**src/rtl/mmu_arbiter_if.sv**
```systemverilog
// mmu_arbiter_if: bundles the I-L1, D-L1 and backend memory signals of the
// MMU arbiter. The slave modport is the arbiter's view. The master modport is
// the view of the requesters and the memory, as driven by a testbench.
interface mmu_arbiter_if #(
  parameter int ADDR_W = 32,
  parameter int LINE_W = 256
) ();

  // I-L1 fill port
  logic              immu_read;
  logic [ADDR_W-1:0] immu_addr;
  logic              immu_done;
  logic [LINE_W-1:0] immu_read_data;

  // D-L1 fill / writeback port
  logic              dmmu_read;
  logic              dmmu_write;
  logic [ADDR_W-1:0] dmmu_addr;
  logic [LINE_W-1:0] dmmu_write_data;
  logic              dmmu_done;
  logic [LINE_W-1:0] dmmu_read_data;

  // backend memory port
  logic              mem_req;
  logic              mem_we;
  logic [ADDR_W-1:0] mem_addr;
  logic [LINE_W-1:0] mem_wdata;
  logic              mem_ack;
  logic [LINE_W-1:0] mem_rdata;

  // status
  logic              grant_d;

  modport slave (
    input  immu_read, immu_addr,
    output immu_done, immu_read_data,
    input  dmmu_read, dmmu_write, dmmu_addr, dmmu_write_data,
    output dmmu_done, dmmu_read_data,
    output mem_req, mem_we, mem_addr, mem_wdata,
    input  mem_ack, mem_rdata,
    output grant_d
  );

  modport master (
    output immu_read, immu_addr,
    input  immu_done, immu_read_data,
    output dmmu_read, dmmu_write, dmmu_addr, dmmu_write_data,
    input  dmmu_done, dmmu_read_data,
    input  mem_req, mem_we, mem_addr, mem_wdata,
    output mem_ack, mem_rdata,
    input  grant_d
  );

endinterface

```
**src/rtl/mmu_arbiter.sv**
```systemverilog
// mmu_arbiter: shares one line-wide backend port between the I-L1 and D-L1.
// FSM: IDLE -> BUSY_I / BUSY_D -> RESP -> IDLE. All outputs are registered.
// When the D-L1 raises write and read together, the write is served first.
// Optional feature: defining MMU_ARB_RR_EN selects round-robin arbitration.
// Without that macro the arbiter uses fixed priority, and the D-L1 wins ties.
module mmu_arbiter #(
  parameter int ADDR_W = 32,
  parameter int LINE_W = 256
) (
  input  logic           sys_clk,
  input  logic           rst_n,
  mmu_arbiter_if.slave   mmu_bus
);

  // byte-offset bits inside one cache line are forced to zero on mem_addr
  localparam int                OFF_W     = $clog2(LINE_W / 8);
  localparam logic [ADDR_W-1:0] ADDR_MASK = {ADDR_W{1'b1}} << OFF_W;

  typedef enum logic [1:0] {
    ST_IDLE   = 2'd0,
    ST_BUSY_I = 2'd1,
    ST_BUSY_D = 2'd2,
    ST_RESP   = 2'd3
  } state_t;

  state_t            r_state;
  state_t            w_state_nxt;

  logic              r_mem_req,   w_mem_req_nxt;
  logic              r_mem_we,    w_mem_we_nxt;
  logic [ADDR_W-1:0] r_mem_addr,  w_mem_addr_nxt;
  logic [LINE_W-1:0] r_mem_wdata, w_mem_wdata_nxt;
  logic              r_immu_done, w_immu_done_nxt;
  logic              r_dmmu_done, w_dmmu_done_nxt;
  logic [LINE_W-1:0] r_immu_rdata, w_immu_rdata_nxt;
  logic [LINE_W-1:0] r_dmmu_rdata, w_dmmu_rdata_nxt;
  logic              r_grant_d,   w_grant_d_nxt;

  logic              w_d_req;
  logic              w_i_req;
  logic              w_grant_d;
  logic              w_grant_i;

  assign w_d_req = mmu_bus.dmmu_read | mmu_bus.dmmu_write;
  assign w_i_req = mmu_bus.immu_read;

`ifdef MMU_ARB_RR_EN
  // 1: D-L1 wins the next tie; 0: I-L1 wins it
  logic r_prio_d;

  assign w_grant_d = w_d_req & (~w_i_req | r_prio_d);
  assign w_grant_i = w_i_req & (~w_d_req | ~r_prio_d);

  // priority pointer: after every grant, point at the port that did not win
  always_ff @(posedge sys_clk or negedge rst_n) begin
    if (!rst_n) begin
      r_prio_d <= 1'b1;
    end else if ((r_state == ST_IDLE) && w_grant_d) begin
      r_prio_d <= 1'b0;
    end else if ((r_state == ST_IDLE) && w_grant_i) begin
      r_prio_d <= 1'b1;
    end else begin
      r_prio_d <= r_prio_d;
    end
  end
`else
  assign w_grant_d = w_d_req;
  assign w_grant_i = w_i_req & ~w_d_req;
`endif

  // state register
  always_ff @(posedge sys_clk or negedge rst_n) begin
    if (!rst_n) begin
      r_state <= ST_IDLE;
    end else begin
      r_state <= w_state_nxt;
    end
  end

  // next-state logic; mem_ack only matters while a port owns the backend
  always_comb begin
    w_state_nxt = r_state;
    case (r_state)
      ST_IDLE: begin
        if (w_grant_d) begin
          w_state_nxt = ST_BUSY_D;
        end else if (w_grant_i) begin
          w_state_nxt = ST_BUSY_I;
        end else begin
          w_state_nxt = ST_IDLE;
        end
      end
      ST_BUSY_I, ST_BUSY_D: begin
        if (mmu_bus.mem_ack) begin
          w_state_nxt = ST_RESP;
        end else begin
          w_state_nxt = r_state;
        end
      end
      ST_RESP: w_state_nxt = ST_IDLE;
      default: w_state_nxt = ST_IDLE;
    endcase
  end

  // output logic: next values of the registered outputs (latched request, done, line)
  always_comb begin
    w_mem_req_nxt    = r_mem_req;
    w_mem_we_nxt     = r_mem_we;
    w_mem_addr_nxt   = r_mem_addr;
    w_mem_wdata_nxt  = r_mem_wdata;
    w_grant_d_nxt    = r_grant_d;
    w_immu_rdata_nxt = r_immu_rdata;
    w_dmmu_rdata_nxt = r_dmmu_rdata;
    w_immu_done_nxt  = 1'b0;
    w_dmmu_done_nxt  = 1'b0;
    case (r_state)
      ST_IDLE: begin
        if (w_grant_d) begin
          w_mem_req_nxt   = 1'b1;
          w_mem_we_nxt    = mmu_bus.dmmu_write;
          w_mem_addr_nxt  = mmu_bus.dmmu_addr & ADDR_MASK;
          w_mem_wdata_nxt = mmu_bus.dmmu_write ? mmu_bus.dmmu_write_data : {LINE_W{1'b0}};
          w_grant_d_nxt   = 1'b1;
        end else if (w_grant_i) begin
          w_mem_req_nxt   = 1'b1;
          w_mem_we_nxt    = 1'b0;
          w_mem_addr_nxt  = mmu_bus.immu_addr & ADDR_MASK;
          w_mem_wdata_nxt = {LINE_W{1'b0}};
          w_grant_d_nxt   = 1'b0;
        end else begin
          w_mem_req_nxt   = 1'b0;
        end
      end
      ST_BUSY_I: begin
        if (mmu_bus.mem_ack) begin
          w_mem_req_nxt    = 1'b0;
          w_mem_we_nxt     = 1'b0;
          w_immu_done_nxt  = 1'b1;
          w_immu_rdata_nxt = mmu_bus.mem_rdata;
        end else begin
          w_mem_req_nxt    = 1'b1;
        end
      end
      ST_BUSY_D: begin
        if (mmu_bus.mem_ack) begin
          w_mem_req_nxt    = 1'b0;
          w_mem_we_nxt     = 1'b0;
          w_grant_d_nxt    = 1'b0;
          w_dmmu_done_nxt  = 1'b1;
          w_dmmu_rdata_nxt = mmu_bus.mem_rdata;
        end else begin
          w_mem_req_nxt    = 1'b1;
        end
      end
      ST_RESP: begin
        w_mem_req_nxt = 1'b0;
      end
      default: begin
        w_mem_req_nxt = 1'b0;
        w_grant_d_nxt = 1'b0;
      end
    endcase
  end

  // output registers; reset abandons any transaction in flight
  always_ff @(posedge sys_clk or negedge rst_n) begin
    if (!rst_n) begin
      r_mem_req    <= 1'b0;
      r_mem_we     <= 1'b0;
      r_mem_addr   <= {ADDR_W{1'b0}};
      r_mem_wdata  <= {LINE_W{1'b0}};
      r_grant_d    <= 1'b0;
      r_immu_done  <= 1'b0;
      r_dmmu_done  <= 1'b0;
      r_immu_rdata <= {LINE_W{1'b0}};
      r_dmmu_rdata <= {LINE_W{1'b0}};
    end else begin
      r_mem_req    <= w_mem_req_nxt;
      r_mem_we     <= w_mem_we_nxt;
      r_mem_addr   <= w_mem_addr_nxt;
      r_mem_wdata  <= w_mem_wdata_nxt;
      r_grant_d    <= w_grant_d_nxt;
      r_immu_done  <= w_immu_done_nxt;
      r_dmmu_done  <= w_dmmu_done_nxt;
      r_immu_rdata <= w_immu_rdata_nxt;
      r_dmmu_rdata <= w_dmmu_rdata_nxt;
    end
  end

  assign mmu_bus.mem_req        = r_mem_req;
  assign mmu_bus.mem_we         = r_mem_we;
  assign mmu_bus.mem_addr       = r_mem_addr;
  assign mmu_bus.mem_wdata      = r_mem_wdata;
  assign mmu_bus.grant_d        = r_grant_d;
  assign mmu_bus.immu_done      = r_immu_done;
  assign mmu_bus.dmmu_done      = r_dmmu_done;
  assign mmu_bus.immu_read_data = r_immu_rdata;
  assign mmu_bus.dmmu_read_data = r_dmmu_rdata;

endmodule

```
**src/flat_wrapper.sv**
```systemverilog
// flat-port wrapper written by rule: the top's interface ports become plain ports
module mmu_arbiter_flat 
#(
  parameter int ADDR_W = 32,
  parameter int LINE_W = 256
)
  (sys_clk, rst_n, mmu_bus_immu_read, mmu_bus_immu_addr, mmu_bus_immu_done, mmu_bus_immu_read_data, mmu_bus_dmmu_read, mmu_bus_dmmu_write, mmu_bus_dmmu_addr, mmu_bus_dmmu_write_data, mmu_bus_dmmu_done, mmu_bus_dmmu_read_data, mmu_bus_mem_req, mmu_bus_mem_we, mmu_bus_mem_addr, mmu_bus_mem_wdata, mmu_bus_mem_ack, mmu_bus_mem_rdata, mmu_bus_grant_d);
  mmu_arbiter_if #(.ADDR_W(ADDR_W), .LINE_W(LINE_W)) mmu_bus_i ();
  input  logic sys_clk;
  input  logic rst_n;
  input wire logic [$bits(mmu_bus_i.immu_read)-1:0] mmu_bus_immu_read;
  input wire logic [$bits(mmu_bus_i.immu_addr)-1:0] mmu_bus_immu_addr;
  output wire logic [$bits(mmu_bus_i.immu_done)-1:0] mmu_bus_immu_done;
  output wire logic [$bits(mmu_bus_i.immu_read_data)-1:0] mmu_bus_immu_read_data;
  input wire logic [$bits(mmu_bus_i.dmmu_read)-1:0] mmu_bus_dmmu_read;
  input wire logic [$bits(mmu_bus_i.dmmu_write)-1:0] mmu_bus_dmmu_write;
  input wire logic [$bits(mmu_bus_i.dmmu_addr)-1:0] mmu_bus_dmmu_addr;
  input wire logic [$bits(mmu_bus_i.dmmu_write_data)-1:0] mmu_bus_dmmu_write_data;
  output wire logic [$bits(mmu_bus_i.dmmu_done)-1:0] mmu_bus_dmmu_done;
  output wire logic [$bits(mmu_bus_i.dmmu_read_data)-1:0] mmu_bus_dmmu_read_data;
  output wire logic [$bits(mmu_bus_i.mem_req)-1:0] mmu_bus_mem_req;
  output wire logic [$bits(mmu_bus_i.mem_we)-1:0] mmu_bus_mem_we;
  output wire logic [$bits(mmu_bus_i.mem_addr)-1:0] mmu_bus_mem_addr;
  output wire logic [$bits(mmu_bus_i.mem_wdata)-1:0] mmu_bus_mem_wdata;
  input wire logic [$bits(mmu_bus_i.mem_ack)-1:0] mmu_bus_mem_ack;
  input wire logic [$bits(mmu_bus_i.mem_rdata)-1:0] mmu_bus_mem_rdata;
  output wire logic [$bits(mmu_bus_i.grant_d)-1:0] mmu_bus_grant_d;
  assign mmu_bus_i.immu_read = mmu_bus_immu_read;
  assign mmu_bus_i.immu_addr = mmu_bus_immu_addr;
  assign mmu_bus_immu_done = mmu_bus_i.immu_done;
  assign mmu_bus_immu_read_data = mmu_bus_i.immu_read_data;
  assign mmu_bus_i.dmmu_read = mmu_bus_dmmu_read;
  assign mmu_bus_i.dmmu_write = mmu_bus_dmmu_write;
  assign mmu_bus_i.dmmu_addr = mmu_bus_dmmu_addr;
  assign mmu_bus_i.dmmu_write_data = mmu_bus_dmmu_write_data;
  assign mmu_bus_dmmu_done = mmu_bus_i.dmmu_done;
  assign mmu_bus_dmmu_read_data = mmu_bus_i.dmmu_read_data;
  assign mmu_bus_mem_req = mmu_bus_i.mem_req;
  assign mmu_bus_mem_we = mmu_bus_i.mem_we;
  assign mmu_bus_mem_addr = mmu_bus_i.mem_addr;
  assign mmu_bus_mem_wdata = mmu_bus_i.mem_wdata;
  assign mmu_bus_i.mem_ack = mmu_bus_mem_ack;
  assign mmu_bus_i.mem_rdata = mmu_bus_mem_rdata;
  assign mmu_bus_grant_d = mmu_bus_i.grant_d;
  mmu_arbiter #(.ADDR_W(ADDR_W), .LINE_W(LINE_W)) u_core (.sys_clk(sys_clk), .rst_n(rst_n), .mmu_bus(mmu_bus_i));
endmodule
```
**config.mk**
```make
export PLATFORM = sky130hd
export DESIGN_NAME = mmu_arbiter_flat
export DESIGN_NICKNAME = d
export VERILOG_FILES = /design/src/rtl/mmu_arbiter_if.sv /design/src/rtl/mmu_arbiter.sv /design/src/flat_wrapper.sv
export SDC_FILE = /design/constraint.sdc
export NUM_CORES = 2
export LEC_CHECK = 0
export ABC_CLOCK_PERIOD_IN_PS = 2000
export CORE_AREA = 2 2 534 536
export DETAILED_ROUTE_END_ITERATION = 7
export DIE_AREA = 0 0 536 538
export PLACE_DENSITY = 0.3
export SYNTH_ARGS = -nofsm -noshare
export SYNTH_HDL_FRONTEND = slang
export SYNTH_SLANG_ARGS = --single-unit
```
**constraint.sdc**
```tcl
create_clock -name sys_clk -period 2 [get_ports sys_clk]
set_input_delay 0.4 -clock sys_clk [delete_from_list [all_inputs] [get_ports sys_clk]]
set_output_delay 0.4 -clock sys_clk [all_outputs]
set_load 0.005 [all_outputs]
```
==> images/clk_routes.png <==
Scale: 1 px per um.
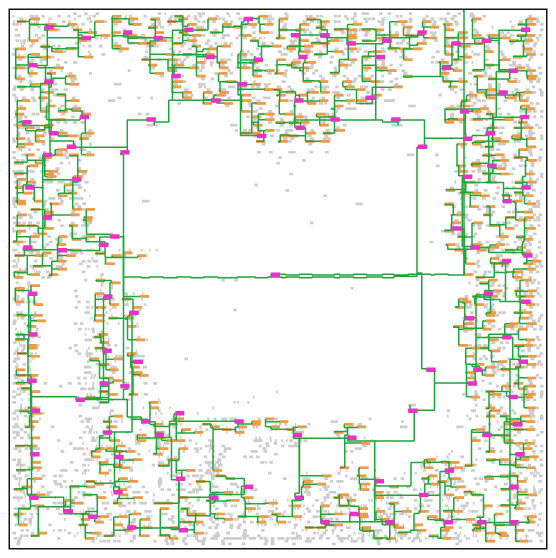
Key: orange = flip-flops [count 802]; green = clock wires [length 16000 um]; magenta = clock drivers [count 113]
Position of the flops: all over the die. There are 114 routed clock nets.
clk pwr: 20200 uW
Latency at later pin: 810 ps
clk_skew: 25.6 ps

==> images/flops_by_reg.png <==
Scale: 1 px per um.
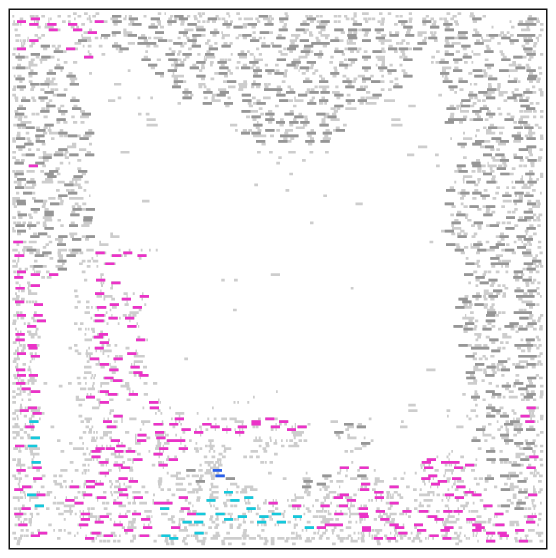
Key: blue = u_core.r_state [flops 2]; magenta = u_core.mmu_bus.mem_wdata [flops 256]; cyan = u_core.mmu_bus.mem_addr [flops 27]
Another 517 sequential cells are not colored.

==> changes_impl.md <==
## Implementation

* Slew of the pin with the lowest slew margin at 597 ps
* Register share after synthesis at 65.5%
* Num rows at 196
* R2r setup slk at 60 ps
* Mapped Area at 30700 um^2
* Worst EP required at 2680 ps
* Worst Setup SP: u_core.r_state[0]
* Dpl hpwl at 161000 um
* Max Cap Viol at 0
* Status: finished clean
* Yosys stat area at 30700 um^2
* Via count at 24.8k
* DRT iter0 DRCs at 860
* Avg Cell Area, Syn at 13.0 um^2
* Antenna violations before repair at 88
* Yosys synthesis warning count at 0
* Final Hold Violation Tally at 0
* Initial core utilization at 10.8%
* Hold Crit Class: in2reg
* Routed WL per cell at 25.2 um
* Post-synth top area cell: dfrtp_1
* Most common library cells after synthesis: 802 x dfrtp_1, 540 x nand2_1, 477 x mux2_2
* Clock sink count at 802
* DR DRC count at 0
* Static Leak at 0.0236 uW
* CTS clk-pin slew, worst paths at 60 ps
* Final instance area at 53100 um^2
* Crit Path Max Fanout at 22
* Total gr overflow at 0
* Hold Path Depth at 3
* Tool warning count at 43
* Post-Synthesis Cells at 2353
* Post-synth area hogs: dfrtp_1 65%, mux2_2 18%, nand2_1 6.6%
==> images/power_grid.png <==
Pins as bars on the die edge.
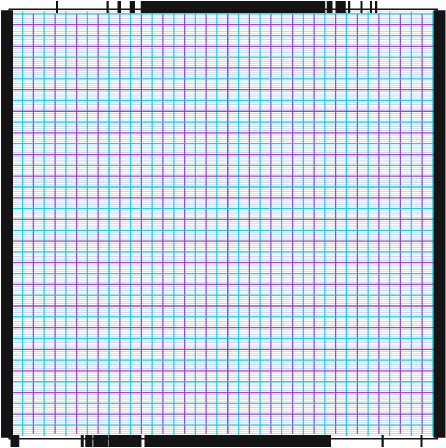
Key: cyan = VSS; purple = VDD
39 straps on met5. 197 met1 rails follow the rows. 39 straps on met4. 1387 signal pins sit on the boundary.
Die Y: 538 um
DIE WIDTH: 536 um
core area: 283000 um^2

==> images/placement_by_type.png <==
Scale: 1 px per um. Fill, decap, tap and diode cells in gray.
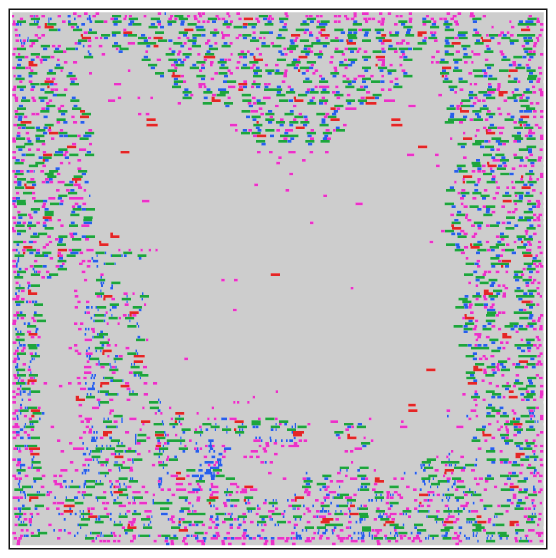
Key: blue = combinational and other logic [cells 1399]; magenta = remaining buffers and delay cells [cells 1536]; red = clock drivers and dummy loads [cells 203]; green = sequential cells [cells 802]

==> tightest hold or removal path, delay by kind of cell <==
family	cells	cell delay [ps]
and+or+nand+nor	2	120
buffers and inverters	1	390
==> layout by cell type (no fill, tap or decap), types with 28 or more instances in the layout <==
master and instances:
clkbuf_16 113, buf_12 51, mux2_2 477, clkdlybuf4s15_1 231
buf_4 119, clkdlybuf4s50_1 569, dfrtp_1 781, clkdlybuf4s15_2 105
nand3_1 256, dlygate4sd2_1 361, mux2i_1 28, clkbuf_1 36
nand2_1 540, mux2_1 35, buf_2 93
==> per-layer routing <==
layer	global-route usage, %	share of wire, %
met5	0	0.20
met4	3.07	2.3
met3	6.49	11
met2	21.6	47
met1	14.9	40
==> worst max-delay path by stage <==
stage | to | slack, ps | cells past startpoint
CTS | mmu_bus_mem_wdata[108] | -10 | 1
finish | u_core.mmu_bus.dmmu_read_data[100] | 60 | 6
detailed placement | u_core.mmu_bus.dmmu_read_data[155] | -390 | 6
global placement | u_core.mmu_bus.dmmu_read_data[116] | -380 | 6
global route | u_core.mmu_bus.dmmu_read_data[141] | -7 | 6
floorplan | u_core.mmu_bus.immu_read_data[120] | 360 | 7
==> final cells by class <==
class	instances	area, um^2
flip-flops and latches	802	20100
inverters	4	27.5
fillers	31217	230000
clock inverters	32	398
multi-input cells	1395	9750
clock buffers	171	3270
well taps	3762	4710
diodes	21	52.6
repair buffers	1536	14800
==> where the power goes <==
group	leakage, uW	switching, uW	internal (uW)	total (uW)
Sequential	0.00978	4330	24000	28300
Clock	0.00179	8210	12000	20200
Combinational	0.0120	16700	16800	33500
Total	0.0236	29200	52800	82000
==> stage by stage <==
stage | setup TNS (ps) | util, % | hold WS (ps)
3_3_place_gp | -145980 | 17.7 | 451
6_report | 0 | 18.8 | 134
5_1_grt | -21.4 | 18.7 | 71.4
3_5_place_dp | -144330 | 17.7 | 454
2_1_floorplan | 0 | - | 104
4_1_cts | -14.7 | 18.7 | 7.49
==> cell families after synthesis <==
logic type / after synthesis / synth area share, %
mux: 540 / 19.7
buf+inv: 160 / 2.87
flops: 802 / 65.5
other cells: 1 / 0.0122
fa+ha+maj: 5 / 0.204
compound gates: 39 / 0.722
simple gates: 806 / 11.0
==> sequential cells by signal, indices dropped and copies added (netlist names) <==
name / count
u_core.mmu_bus.dmmu_done: 1
u_core.mmu_bus.dmmu_read_data: 256
u_core.mmu_bus.grant_d: 1
u_core.mmu_bus.immu_done: 1
u_core.mmu_bus.immu_read_data: 256
u_core.mmu_bus.mem_addr: 27
u_core.mmu_bus.mem_req: 1
u_core.mmu_bus.mem_wdata: 256
u_core.mmu_bus.mem_we: 1
u_core.r_state: 2
==> what timing repair did <==
action,CTS,global route
pin swaps,0,0
gates resized,1601,2
endpoints found under the setup margin,793,27
buffers inserted,10,0
hold buffers,2,0
hold endpoints to repair,580,0
No activity file was given, so power comes from the tool's default toggle rates.
